===== config.mk =====
export PLATFORM = sky130hd
export DESIGN_NAME = cp0_intc
export DESIGN_NICKNAME = d
export VERILOG_FILES = /design/src/rtl/cp0_intc.sv
export SDC_FILE = /design/constraint.sdc
export NUM_CORES = 1
export LEC_CHECK = 0
export ABC_CLOCK_PERIOD_IN_PS = 2000
export CAP_MARGIN = 20
export CELL_PAD_IN_SITES_DETAIL_PLACEMENT = 1
export CELL_PAD_IN_SITES_GLOBAL_PLACEMENT = 2
export CORE_AREA = 2 2 135 137
export DETAILED_ROUTE_END_ITERATION = 16
export DIE_AREA = 0 0 137 139
export PLACE_DENSITY = 0.83
export REMOVE_ABC_BUFFERS = 1
export SYNTH_ARGS = -nofsm -noshare
export SYNTH_HDL_FRONTEND = slang
export SYNTH_SLANG_ARGS = --single-unit

===== constraint.sdc =====
create_clock -name clk -period 2 [get_ports clk]
set_input_delay 0.5 -clock clk [delete_from_list [all_inputs] [get_ports clk]]
set_output_delay 0.5 -clock clk [all_outputs]
set_load 0.005 [all_outputs]

===== src/rtl/cp0_intc.sv =====
// rtl/cp0_intc.sv - CP0-style interrupt controller with synchronised lines, timer and priority grant
module cp0_intc #(
  parameter int NUM_INT     = 6,
  parameter int CNT_W       = 32,
  parameter int SYNC_STAGES = 2,
  localparam int ID_W       = $clog2(NUM_INT + 1)
) (
  input  logic               clk,
  input  logic               rst,
  input  logic [NUM_INT-1:0] intr,
  input  logic               we,
  input  logic [2:0]         addr,
  input  logic [31:0]        wdata,
  output logic [31:0]        rdata,
  input  logic               ack,
  output logic               excpt_req,
  output logic [ID_W-1:0]    excpt_id,
  output logic               intimer
);

  logic [NUM_INT-1:0] sync_q [SYNC_STAGES];
  logic [NUM_INT-1:0] sync_prev;
  logic [CNT_W-1:0]   count;
  logic [CNT_W-1:0]   compare;
  logic [NUM_INT:0]   mask;
  logic [NUM_INT:0]   pending;
  logic [NUM_INT-1:0] mode;
  logic               ie;
  logic               exl;

  logic               wr_count, wr_compare, wr_mask, wr_mode, wr_pending, wr_status;
  logic [NUM_INT:0]   candidate;
  logic [NUM_INT:0]   grant_oh;
  logic [ID_W-1:0]    gid;
  logic               accept;
  logic               timer_hit;
  logic [NUM_INT-1:0] sync_val;
  logic [NUM_INT-1:0] rise;
  logic [NUM_INT-1:0] edge_clr;
  logic [NUM_INT-1:0] line_next;
  logic               unused_bits;

  assign wr_count   = we && (addr == 3'd0);
  assign wr_compare = we && (addr == 3'd1);
  assign wr_mask    = we && (addr == 3'd2);
  assign wr_mode    = we && (addr == 3'd3);
  assign wr_pending = we && (addr == 3'd4);
  assign wr_status  = we && (addr == 3'd5);

  assign candidate = pending & mask;
  assign excpt_req = ie && !exl && (|candidate);
  assign intimer   = pending[NUM_INT];

  // Lowest index wins: scan from the top so the last hit is the smallest index.
  always_comb begin
    gid = '0;
    for (int i = NUM_INT; i >= 0; i--) begin
      if (candidate[i]) gid = ID_W'(i);
    end
  end

  assign excpt_id  = excpt_req ? gid : '0;
  assign grant_oh  = {{NUM_INT{1'b0}}, 1'b1} << gid;
  assign accept    = ack && excpt_req;
  assign timer_hit = (count == compare) && (compare != '0);

  assign sync_val  = sync_q[SYNC_STAGES-1];
  assign rise      = sync_val & ~sync_prev;
  assign edge_clr  = (wr_pending ? wdata[NUM_INT-1:0] : '0)
                   | (accept ? grant_oh[NUM_INT-1:0] : '0);
  // Edge lines: a fresh rising edge beats any clear in the same cycle.
  assign line_next = (mode & ((pending[NUM_INT-1:0] & ~edge_clr) | rise))
                   | (~mode & sync_val);

  assign unused_bits = ^{wdata, grant_oh[NUM_INT]};

  always_ff @(posedge clk or negedge rst) begin
    if (!rst) begin
      for (int i = 0; i < SYNC_STAGES; i++) sync_q[i] <= '0;
    end else begin
      sync_q[0] <= intr;
      for (int i = 1; i < SYNC_STAGES; i++) sync_q[i] <= sync_q[i-1];
    end
  end

  always_ff @(posedge clk or negedge rst) begin
    if (!rst) begin
      sync_prev <= '0;
      count     <= '0;
      compare   <= '0;
      mask      <= '0;
      mode      <= '0;
      pending   <= '0;
      ie        <= 1'b0;
      exl       <= 1'b0;
    end else begin
      sync_prev <= sync_val;
      count     <= wr_count ? wdata[CNT_W-1:0] : count + CNT_W'(1);
      if (wr_compare) compare <= wdata[CNT_W-1:0];
      if (wr_mask)    mask    <= wdata[NUM_INT:0];
      if (wr_mode)    mode    <= wdata[NUM_INT-1:0];
      pending[NUM_INT-1:0] <= line_next;
      // Only a COMPARE write retires the timer, and it overrides a same-cycle hit.
      if (wr_compare)     pending[NUM_INT] <= 1'b0;
      else if (timer_hit) pending[NUM_INT] <= 1'b1;
      if (wr_status) begin
        ie  <= wdata[0];
        exl <= wdata[1];
      end
      if (accept) exl <= 1'b1;
    end
  end

  always_comb begin
    rdata = '0;
    case (addr)
      3'd0:    rdata[CNT_W-1:0]   = count;
      3'd1:    rdata[CNT_W-1:0]   = compare;
      3'd2:    rdata[NUM_INT:0]   = mask;
      3'd3:    rdata[NUM_INT-1:0] = mode;
      3'd4:    rdata[NUM_INT:0]   = pending;
      3'd5:    rdata[1:0]         = {exl, ie};
      default: rdata = '0;
    endcase
  end

endmodule

==> flow_summary_export.csv <==
group,metric,value,unit
floorplanning,core,0.01766,mm^2
yosys,synth_cell_types,51,
floorplanning,num_io_pins,82,
pwr,p_leak,3.279,nW
sta,finalHoldViolations,0,
clock_tree,cts-hold-fix-buffers,0,
outcome,violations,"setup timing",
cells_and_area,nNetsFinal,735,
yosys,yosysWarningCount,0,
grt,busiest_layer,"met2",
sta,setup_ws,-0.3056,ns
grt,antenna_found_initial,0,
grt,grt_pass1_vias,5511,
yosys,yosysTopAreaCell,"dfrtp_1",
min_path,hold_path_class,"in2async",
sta,clock_skew,0.008829,ns
sta,rsz0062_at_grt,"true",
sta,setup-tns-final,-1.833,ns
detailed_routing,drcViolationCount,0,
yosys,synth.area.top_cells,"dfrtp_1, mux2_2, xnor2_1, xor2_1, a22o_1",
floorplanning,fp-row-count,49,
sta,period_needed,2.306,ns
grt,grt-ovfl-total,0,
critical_path,reg2reg_from,"mask[4]",
detailed_routing,dr_total_vias,4928,
clock_tree,cts_tree,"done",
cells_and_area,lay_top_cells,"dfrtp_1, buf_4, nor2_1",
clock_tree,htreeDepth,3,
pwr,ir_worst_vdd,0.5857,mV
detailed_routing,wl_per_cell,21.72,um
grt,grt.total_usage,0.2165,
clock_tree,root_buffer,"clkbuf_16",
critical_path,worstSetupStartpoint,"mask[4]",
cells_and_area,post_route_cells_drive_above_1_share,0.3530,
placed_design,io_buffers,81,
detailed_routing,via_per_inst,5.339,
detailed_routing,postRouteAntennaNets,0,
placed_design,hpwl,13.36,mm
critical_path,endpoint_kind,"output pin",
sta,whs,0.04340,ns
sta,worst_pin_slew,0.4849,ns
yosys,syn_area_per_cell,10.61,um^2
yosys,netlist_area,0.005504,mm^2
grt,grt_pass1_wl,31.55,mm
detailed_routing,drtIter0Drc,324,
clock_tree,cts_buffer_depth,2,
critical_path,rrSetupSlack,0.17,ns
yosys,ys_ff,104,
sta,setup_viol,17,
floorplanning,die_y,139,um
clock_tree,numCtsBuffers,9,
sta,post-route-period-util,1.153,
sta,slew_headroom,0.6738,
cells_and_area,syn_to_final_growth,40.67,%
outcome,status,"complete, but fails checks",
cells_and_area,lay_top_count,"dfrtp_1",
yosys,synth_seq_share,0.4728,
yosys,ys_cells,519,
flow_run,max-cap-violations,0,
floorplanning,dieWidth,137,um
critical_path,crit_type,"reg2out",
yosys,synth_top_area_share,0.4728,
grt,met1_usage,0.2804,
critical_path,rr_worst_depth,7,
yosys,syn_inst,519,
critical_path,timing.rr.end,"exl",
cells_and_area,antenna_cells,0,
detailed_routing,wirelength,20.05,mm
critical_path,critical_path_required,1.50,ns
placed_design,gp_congestion,0.8578,
pwr,p_per_area,986.9,mW/mm^2
==> routing by layer <==
metal  vias up  wire (um)
met1      2547       8523
met2       128      10050
met3        35        973
met5         -          0
met4         0        495
li1       2218          -
==> per-stage QoR <==
step / setup WS, ns / cells
6_report: -0.3056 / 923
5_1_grt: -0.3462 / 923
4_1_cts: -0.3265 / 924
3_5_place_dp: -0.9508 / 872
3_3_place_gp: -0.9355 / 872
2_1_floorplan: -0.6135 / 490
==> report_power, final <==
group          switching [mW]  internal, mW
registers               0.650          2.56
clock network           0.852         0.876
logic                    1.26          1.44
total                    2.76          4.88
==> flip-flops by register name (all words and copies together), names as in the netlist <==
| signal | cells |
|---|---|
| exl | 1 |
| sync_prev | 6 |
| pending | 7 |
| mask | 7 |
| count | 32 |
| compare | 32 |
| mode | 6 |
| ie | 1 |
| sync_q | 6 |
| sync_val | 6 |
==> worst max path at each step <==
stage / slack (ns) / to / cells after the start
2_1_floorplan: -0.61 / compare[0] / 3
3_3_place_gp: -0.94 / rdata[4] / 6
3_5_place_dp: -0.95 / rdata[28] / 7
4_1_cts: -0.33 / rdata[4] / 5
5_1_grt: -0.35 / rdata[4] / 5
6_report: -0.31 / rdata[4] / 5
==> Yosys cell counts, drive strengths merged <==
cell type,n
o32ai,1
a31o,1
nand4,22
dfrtp,104
a32o,2
and2,2
and3,7
xor2,30
o2111ai,1
a21boi,3
mux2,49
inv,8
or4b,1
nor2,47
a211oi,1
o21ai,8
o22ai,3
a21oi,37
a32oi,1
nor3,7
nor3b,1
o31ai,1
nand4b,2
nand3b,2
ha,1
clkbuf,9
mux4,2
buf,20
a221o,1
nand3,18
xnor2,32
a22oi,8
a22o,29
a31oi,1
nor4,13
mux2i,2
nand2b,5
nor2b,4
nand2,33
==> worst max-delay path, cell delays in order, from the launching register on <==
cell     delay, ns
dfrtp_1       0.41
buf_6         0.13
mux4_2        0.44
nor2b_1       0.14
a31o_2        0.20
buf_2         0.12
==> logic make-up (layout without fill, tap and decap cells) <==
kind of cell / after synthesis / count (layout) / synth area share
compound gates: 98 / 98 / 0.1214
simple gates: 164 / 164 / 0.1548
xor+xnor: 62 / 62 / 0.09866
buf+inv: 37 / 212 / 0.03796
mux: 53 / 53 / 0.1121
flops: 104 / 104 / 0.4728
fa+ha+maj: 1 / 1 / 0.002273
==> what timing repair did <==
item | CTS | global route
gates resized | 214 | 25
pin swaps | 40 | 17
endpoints found under the setup margin | 43 | 36
setup buffers | 33 | 7
gates cloned | 4 | 0
==> area by class of cell <==
class	count	area, um^2
Clock buffer	11	242.7
Clock inverter	5	32.53
Fill cell	1934	9915
Inverter	8	30.03
Multi-Input combinational cell	378	2869
Sequential cell	104	2604
Tap cell	229	286.5
Timing Repair Buffer	188	1678
==> images/port_nets.png <==
Drawn at 3 px/um.
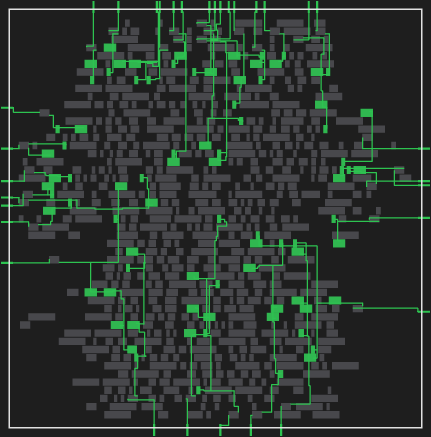
| port | colour | bits | direction | edge | end cells | buffers | wire |
|---|---|---|---|---|---|---|---|
| `wdata` | green | 32 | input | 15 north, 7 west, 5 east, 5 south | 83 | 32 | 1530 um |

==> images/metal_stack.png <==
Drawn at 3 px/um.
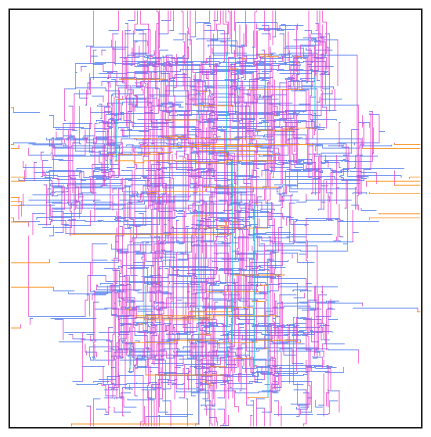
| layer | colour | wire length |
|---|---|---|
| met3 | orange | 973 um |
| met4 | cyan | 496 um |
| met1 | blue | 8520 um |
| met2 | magenta | 10100 um |

==> images/pins.png <==
Drawn at 2 px/um. Pins as bars across the die edge, other pins in grey.
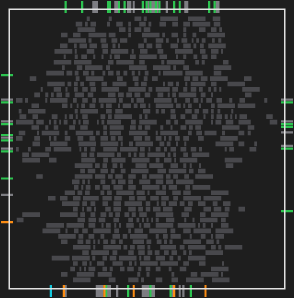
| port | colour | pins | direction | edge |
|---|---|---|---|---|
| `clk` | cyan | 1 | input | south |
| `wdata` | green | 32 | input | 15 north, 7 west, 5 east, 5 south |
| `intr` | orange | 6 | input | 5 south, 1 west |

==> images/registers.png <==
Drawn at 2 px/um. Other sequential cells in the stronger grey, the rest of the logic in the fainter grey.
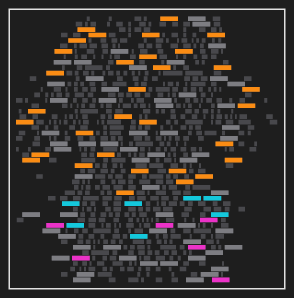
| netlist name | colour | sequential cells |
|---|---|---|
| `compare` | orange | 32 |
| `mask` | cyan | 7 |
| `sync_prev` | magenta | 6 |
not coloured: 59

No activity file was given, so power comes from the tool's default toggle rates.
